[config.mk]
export PLATFORM = sky130hd
export DESIGN_NAME = sdram_read
export DESIGN_NICKNAME = d
export VERILOG_FILES = /design/src/rtl/sdram_pkg.sv /design/src/rtl/word_serializer.sv /design/src/rtl/sdram_read.sv
export SDC_FILE = /design/constraint.sdc
export NUM_CORES = 1
export LEC_CHECK = 0
export CAP_MARGIN = 20
export CORE_AREA = 2 2 132 160
export CTS_CLUSTER_DIAMETER = 30
export DETAILED_ROUTE_END_ITERATION = 10
export DIE_AREA = 0 0 134 162
export HOLD_SLACK_MARGIN = 0.12
export PLACE_DENSITY = 0.58
export SETUP_SLACK_MARGIN = 0.5
export SYNTH_ARGS = -nofsm -noshare
export SYNTH_HDL_FRONTEND = slang
export SYNTH_SLANG_ARGS = --single-unit
[constraint.sdc]
create_clock -name clk -period 5.1 [get_ports clk]
set_input_delay 0.765 -clock clk [delete_from_list [all_inputs] [get_ports clk]]
set_output_delay 0.765 -clock clk [all_outputs]
set_load 0.02 [all_outputs]
[src/rtl/sdram_pkg.sv]
// Shared types and constants for the SDRAM read-back path.
package sdram_pkg;

   // Read-back controller states
   typedef enum logic [2:0] {
      IDLE,
      GO,
      FETCH,
      SEND,
      DRAIN,
      WAIT_DONE,
      DONE
   } state_t;

   // One SDRAM word carries four bytes on the 32-bit data path
   localparam int BYTES_PER_WORD = 4;
   localparam int BYTE_IDX_W     = $clog2(BYTES_PER_WORD);

   // Addresses and lengths are word aligned
   localparam logic [31:0] ALIGN_MASK = 32'hFFFF_FFFC;

endpackage

[src/rtl/word_serializer.sv]
// 32-to-8 MSB-first shift register with load, valid/ready and last-byte flag.
module word_serializer
   import sdram_pkg::*;
(
   input  logic        clk,
   input  logic        reset_n,
   input  logic        load,
   input  logic [31:0] load_data,
   input  logic        clear,
   input  logic        ready,
   output logic [7:0]  data,
   output logic        valid,
   output logic        last
);

   logic [31:0]           shift_reg;
   logic [BYTE_IDX_W-1:0] count_reg;   // bytes still to follow the current one
   logic                  valid_reg;

   // Clear beats load beats shift; a byte advances only on a handshake
   always_ff @(posedge clk or negedge reset_n) begin
      if (!reset_n) begin
         shift_reg <= '0;
         count_reg <= '0;
         valid_reg <= 1'b0;
      end else if (clear) begin
         shift_reg <= '0;
         count_reg <= '0;
         valid_reg <= 1'b0;
      end else if (load) begin
         shift_reg <= load_data;
         count_reg <= BYTE_IDX_W'(BYTES_PER_WORD - 1);
         valid_reg <= 1'b1;
      end else if (valid_reg && ready) begin
         shift_reg <= {shift_reg[23:0], 8'h00};
         if (count_reg == '0) begin
            valid_reg <= 1'b0;
         end else begin
            count_reg <= count_reg - 1'b1;
         end
      end
   end

   assign data  = shift_reg[31:24];
   assign valid = valid_reg;
   assign last  = valid_reg && (count_reg == '0);

endmodule

[src/rtl/sdram_read.sv]
// Read-back controller: launches one Avalon read-master transfer and streams
// the returned words MSB-first as bytes to the SPI transmitter.
module sdram_read
   import sdram_pkg::*;
(
   input  logic        clk,
   input  logic        reset_n,
   input  logic        read_start,
   input  logic [31:0] read_base,
   input  logic [31:0] read_length,
   input  logic        read_abort,
   output logic        busy,
   output logic        read_done,
   output logic        control_fixed_location,
   output logic [31:0] control_read_base,
   output logic [31:0] control_read_length,
   output logic        control_go,
   input  logic        control_done,
   input  logic        user_data_available,
   input  logic [31:0] user_buffer_data,
   output logic        user_read_buffer,
   output logic [7:0]  tx_data,
   output logic        tx_valid,
   input  logic        tx_ready
);

   state_t      state_reg, state_next;
   logic [29:0] words_left_reg, words_left_next;
   logic [31:0] base_reg, base_next;
   logic [31:0] length_reg, length_next;
   logic        ser_load, ser_clear, ser_last;
   logic        pop;

   // State, word counter and captured transfer parameters
   always_ff @(posedge clk or negedge reset_n) begin
      if (!reset_n) begin
         state_reg      <= IDLE;
         words_left_reg <= '0;
         base_reg       <= '0;
         length_reg     <= '0;
      end else begin
         state_reg      <= state_next;
         words_left_reg <= words_left_next;
         base_reg       <= base_next;
         length_reg     <= length_next;
      end
   end

   // Next-state logic, pop strobe and serializer control
   always_comb begin
      state_next      = state_reg;
      words_left_next = words_left_reg;
      base_next       = base_reg;
      length_next     = length_reg;
      ser_load        = 1'b0;
      ser_clear       = 1'b0;
      pop             = 1'b0;
      case (state_reg)
         IDLE: begin
            if (read_start) begin
               base_next       = read_base & ALIGN_MASK;
               length_next     = read_length & ALIGN_MASK;
               words_left_next = read_length[31:2];
               state_next      = (read_length[31:2] == '0) ? DONE : GO;
            end
         end
         GO: begin
            state_next = read_abort ? DRAIN : FETCH;
         end
         FETCH: begin
            if (read_abort) begin
               state_next = DRAIN;
            end else if (user_data_available) begin
               pop             = 1'b1;
               ser_load        = 1'b1;
               words_left_next = words_left_reg - 30'd1;
               state_next      = SEND;
            end
         end
         SEND: begin
            if (read_abort) begin
               ser_clear  = 1'b1;
               state_next = DRAIN;
            end else if (tx_ready && ser_last) begin
               state_next = (words_left_reg == '0) ? WAIT_DONE : FETCH;
            end
         end
         DRAIN: begin
            // Every outstanding word is popped so the master never stalls
            if (words_left_reg == '0) begin
               state_next = WAIT_DONE;
            end else if (user_data_available) begin
               pop             = 1'b1;
               words_left_next = words_left_reg - 30'd1;
            end
         end
         WAIT_DONE: begin
            if (control_done) begin
               state_next = DONE;
            end
         end
         DONE: begin
            state_next = IDLE;
         end
         default: begin
            state_next = IDLE;
         end
      endcase
   end

   word_serializer u_serializer (
      .clk       (clk),
      .reset_n   (reset_n),
      .load      (ser_load),
      .load_data (user_buffer_data),
      .clear     (ser_clear),
      .ready     (tx_ready),
      .data      (tx_data),
      .valid     (tx_valid),
      .last      (ser_last)
   );

   assign busy                   = (state_reg != IDLE) && (state_reg != DONE);
   assign read_done              = (state_reg == DONE);
   assign control_go             = (state_reg == GO);
   assign control_fixed_location = 1'b0;
   assign control_read_base      = base_reg;
   assign control_read_length    = length_reg;
   assign user_read_buffer       = pop;

   a_no_underflow: assert property (@(posedge clk) disable iff (!reset_n)
      user_read_buffer |-> (words_left_reg != '0));

endmodule
### Routing congestion map

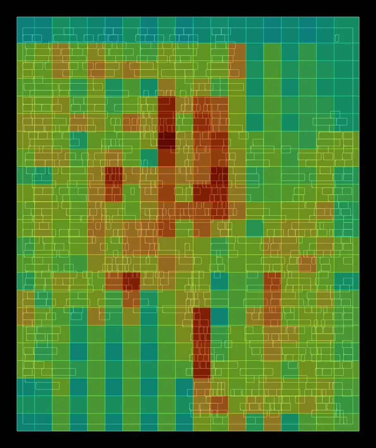
wire per inst: 17.26 um
GRT busiest layer: met2

### Placement density heat map

Drawn at 2 px/um. 13 x 16 tiles, from dark blue (low) to red (high), 0 to 100% covered.
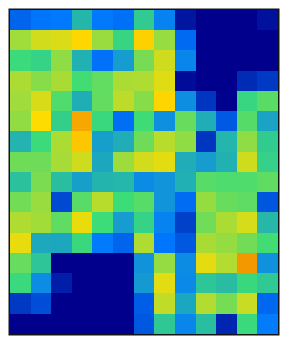
15% of the tiles are nearly empty. The fullest tile reaches 83%. The mean over all tiles is 39%. 2.9% of the tiles are over 75% full. The emptiest ninth of the die: top right.

### I/O nets highlighted

Drawn at 1.5 px/um.
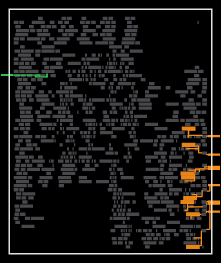
`user_read_buffer`: shown in green, bits 1, direction output, end cells 1, buffers 1, wire 28.2 um. `tx_data`: shown in orange, bits 8, direction output, end cells 8, buffers 8, wire 171 um.

==> impl_metrics.py <==
# Generated from Yosys and OpenROAD reports
metrics = {
    "synth": {
        "synthCells": 597,
        "largest_area_cell": "dfrtp_1",
        "yosys_area_um2": 6375,
        "common_cells": "dfrtp_1 (128), mux2_2 (60), nand2_1 (46)",
        "ys_top_cells_by_area": "dfrtp_1 (50%), mux2_2 (11%), o31ai_1 (4.1%)",
        "yosysWarnings": 0,
        "synth_top_cell_by_count": "dfrtp_1",
        "ys_cells": 597,
        "syn_avg_cell_area_um2": 10.68,
        "flop_cell": "dfrtp_1",
    },
    "cts": {
        "cts_made_buffers": 17,
        "clk_latency_ns": 0.42,
        "clkSinkCount": 128,
        "postCtsResizedCells": 0,
        "max-clock-path-buffers": 2,
        "cts.clk_slew.worst_paths_ns": 0.06,
        "root_buffer": "clkbuf_16",
        "hold_buffers": 0,
        "cts_tree": "done",
    },
    "setup_path": {
        "worstPathArrival_ns": 3.63,
        "worst_setup_path_start_kind": "register",
        "crit_fanout": 17,
    },
    "floorplanning": {
        "fp_util_pct": 31.81,
        "die_w_um": 134,
        "dieArea_um2": 21710,
        "rows": 57,
        "die_y_um": 162,
    },
    "final_timing": {
        "finalHoldViolCount": 0,
        "slew_violations": 0,
        "finalSetupViolCount": 0,
        "max_freq_mhz": 227.7,
        "relSlewSlack_pct": 29.00,
        "worstMarginPinSlew_ns": 1.059,
        "finalCriticalPeriod_ns": 4.393,
    },
    "detailed_routing": {
        "num_vias": 5460,
        "drt_iter0_markers": 377,
        "first_pass_iters": 5,
        "drt-total-wl_um": 17710,
        "drt-vias-per-instance": 5.322,
        "drc": 0,
    },
    "worst_hold_path": {
        "hp-class": "input port to async pin",
    },
    "job": {
        "maxCapViolations": 0,
    },
    "placement": {
        "place_hpwl_um": 12060,
        "numPortBuffers": 171,
    },
    "power": {
        "swShare_pct": 39.62,
        "p_leak_nw": 3.612,
        "p_clk_share_pct": 21.2,
        "power_density_nw_per_um2": 641.6,
        "seq_power_share_pct": 33.1,
        "comb_power_share_pct": 45.8,
        "peakVddDrop_mv": 0.3010,
    },
    "grt": {
        "grt_pass1_wl_um": 29180,
        "grt_overflow": 0,
        "grt_usage_pct": 16.76,
        "antenna_found_initial": 0,
        "grt_pass1_vias": 5589,
    },
    "status": {
        "status": "finished clean",
    },
    "final_layout": {
        "layout_top_cells": "clkdlybuf4s50_1 (170), dfrtp_1 (128), mux2_2 (60)",
        "drive_gt1_share_pct": 15.24,
        "fill_cells": 1892,
        "n_antenna_cell": 0,
        "largest_reg_flops": 32,
        "layout_top_cell": "clkdlybuf4s50_1",
    },
}
-- worst max-delay path: stages (launching register included) --
cell and delay, ns:
dfrtp_1 0.45, or4_1 0.71, or3_1 0.41, or4_4 0.60, o21ai_4 0.14, buf_4 0.24
nor2_1 0.08, clkdlybuf4s50_1 0.57
-- area by class of cell --
| class | instances | area [um2] | share of cell area [%] |
|---|---|---|---|
| multi-input cells | 406 | 2893 | 32.61 |
| inverters | 11 | 41.29 | 0.4655 |
| repair buffers | 184 | 1814 | 20.45 |
| clock buffers | 17 | 425.4 | 4.796 |
| well taps | 265 | 331.6 | 3.738 |
| clock inverters | 15 | 161.4 | 1.820 |
| flip-flops and latches | 128 | 3203 | 36.11 |
-- power by group through the flow --
stage                     combinational (mW)  clock, mW  sequential (mW)
after floorplan                         1.38          0             2.09
after global placement                  2.55          0             1.86
after detailed placement                2.61          0             1.89
after CTS                               2.62       1.24             1.88
after global routing                    2.82       1.29             1.96
final                                   2.60       1.21             1.88
-- final timing paths --
kind | slack [ns] | from | end | cells past startpoint
max reg2reg | 2.06 | state_reg[1]$_DFFE_PN0P_ | words_left_reg[1]$_DFFE_PN0P_ | 7
max | 0.71 | words_left_reg[3]$_DFFE_PN0P_ | user_read_buffer | 7
max in group asynchronous | 3.65 | reset_n | words_left_reg[18]$_DFFE_PN0P_ | 2
min in group clk | 0.50 | u_serializer.shift_reg[3]$_DFFE_PN0P_ | u_serializer.shift_reg[3]$_DFFE_PN0P_ | 1
min | 0.44 | reset_n | u_serializer.shift_reg[24]$_DFFE_PN0P_ | 1
min reg2reg | 0.50 | u_serializer.shift_reg[3]$_DFFE_PN0P_ | u_serializer.shift_reg[3]$_DFFE_PN0P_ | 1
-- cell families after synthesis --
logic type / Yosys count / share of synthesized area, %
simple gates: 163 / 12.70
compound gates: 148 / 16.57
flops: 128 / 50.25
mux: 85 / 14.52
buf+inv: 67 / 5.044
fa+ha+maj: 3 / 0.5889
xor+xnor: 2 / 0.2748
other cells: 1 / 0.05882
-- metrics by stage --
step           std cells  power [mW]  util, %  setup WS, ns  cell area (um2)
5_1_grt             1026       6.067    44.26        0.5979             8870
6_report            1026       5.691    44.26        0.7073             8870
4_1_cts             1026       5.735    44.26        0.7042             8870
3_3_place_gp         993       4.403    41.27         1.201             8272
3_5_place_dp         994       4.498    41.33         1.168             8283
2_1_floorplan        601       3.475        -         1.864             6390
-- routing by layer --
| metal | vias up | share of wire [%] | track usage, % |
|---|---|---|---|
| met3 | 33 | 6.8 | 5.056 |
| met5 | - | 0 | 0 |
| met2 | 226 | 47 | 26.74 |
| met1 | 2668 | 44 | 21.53 |
| met4 | 0 | 2.0 | 6.093 |
| li1 | 2533 | - | - |
No activity file was given, so power comes from the tool's default toggle rates.
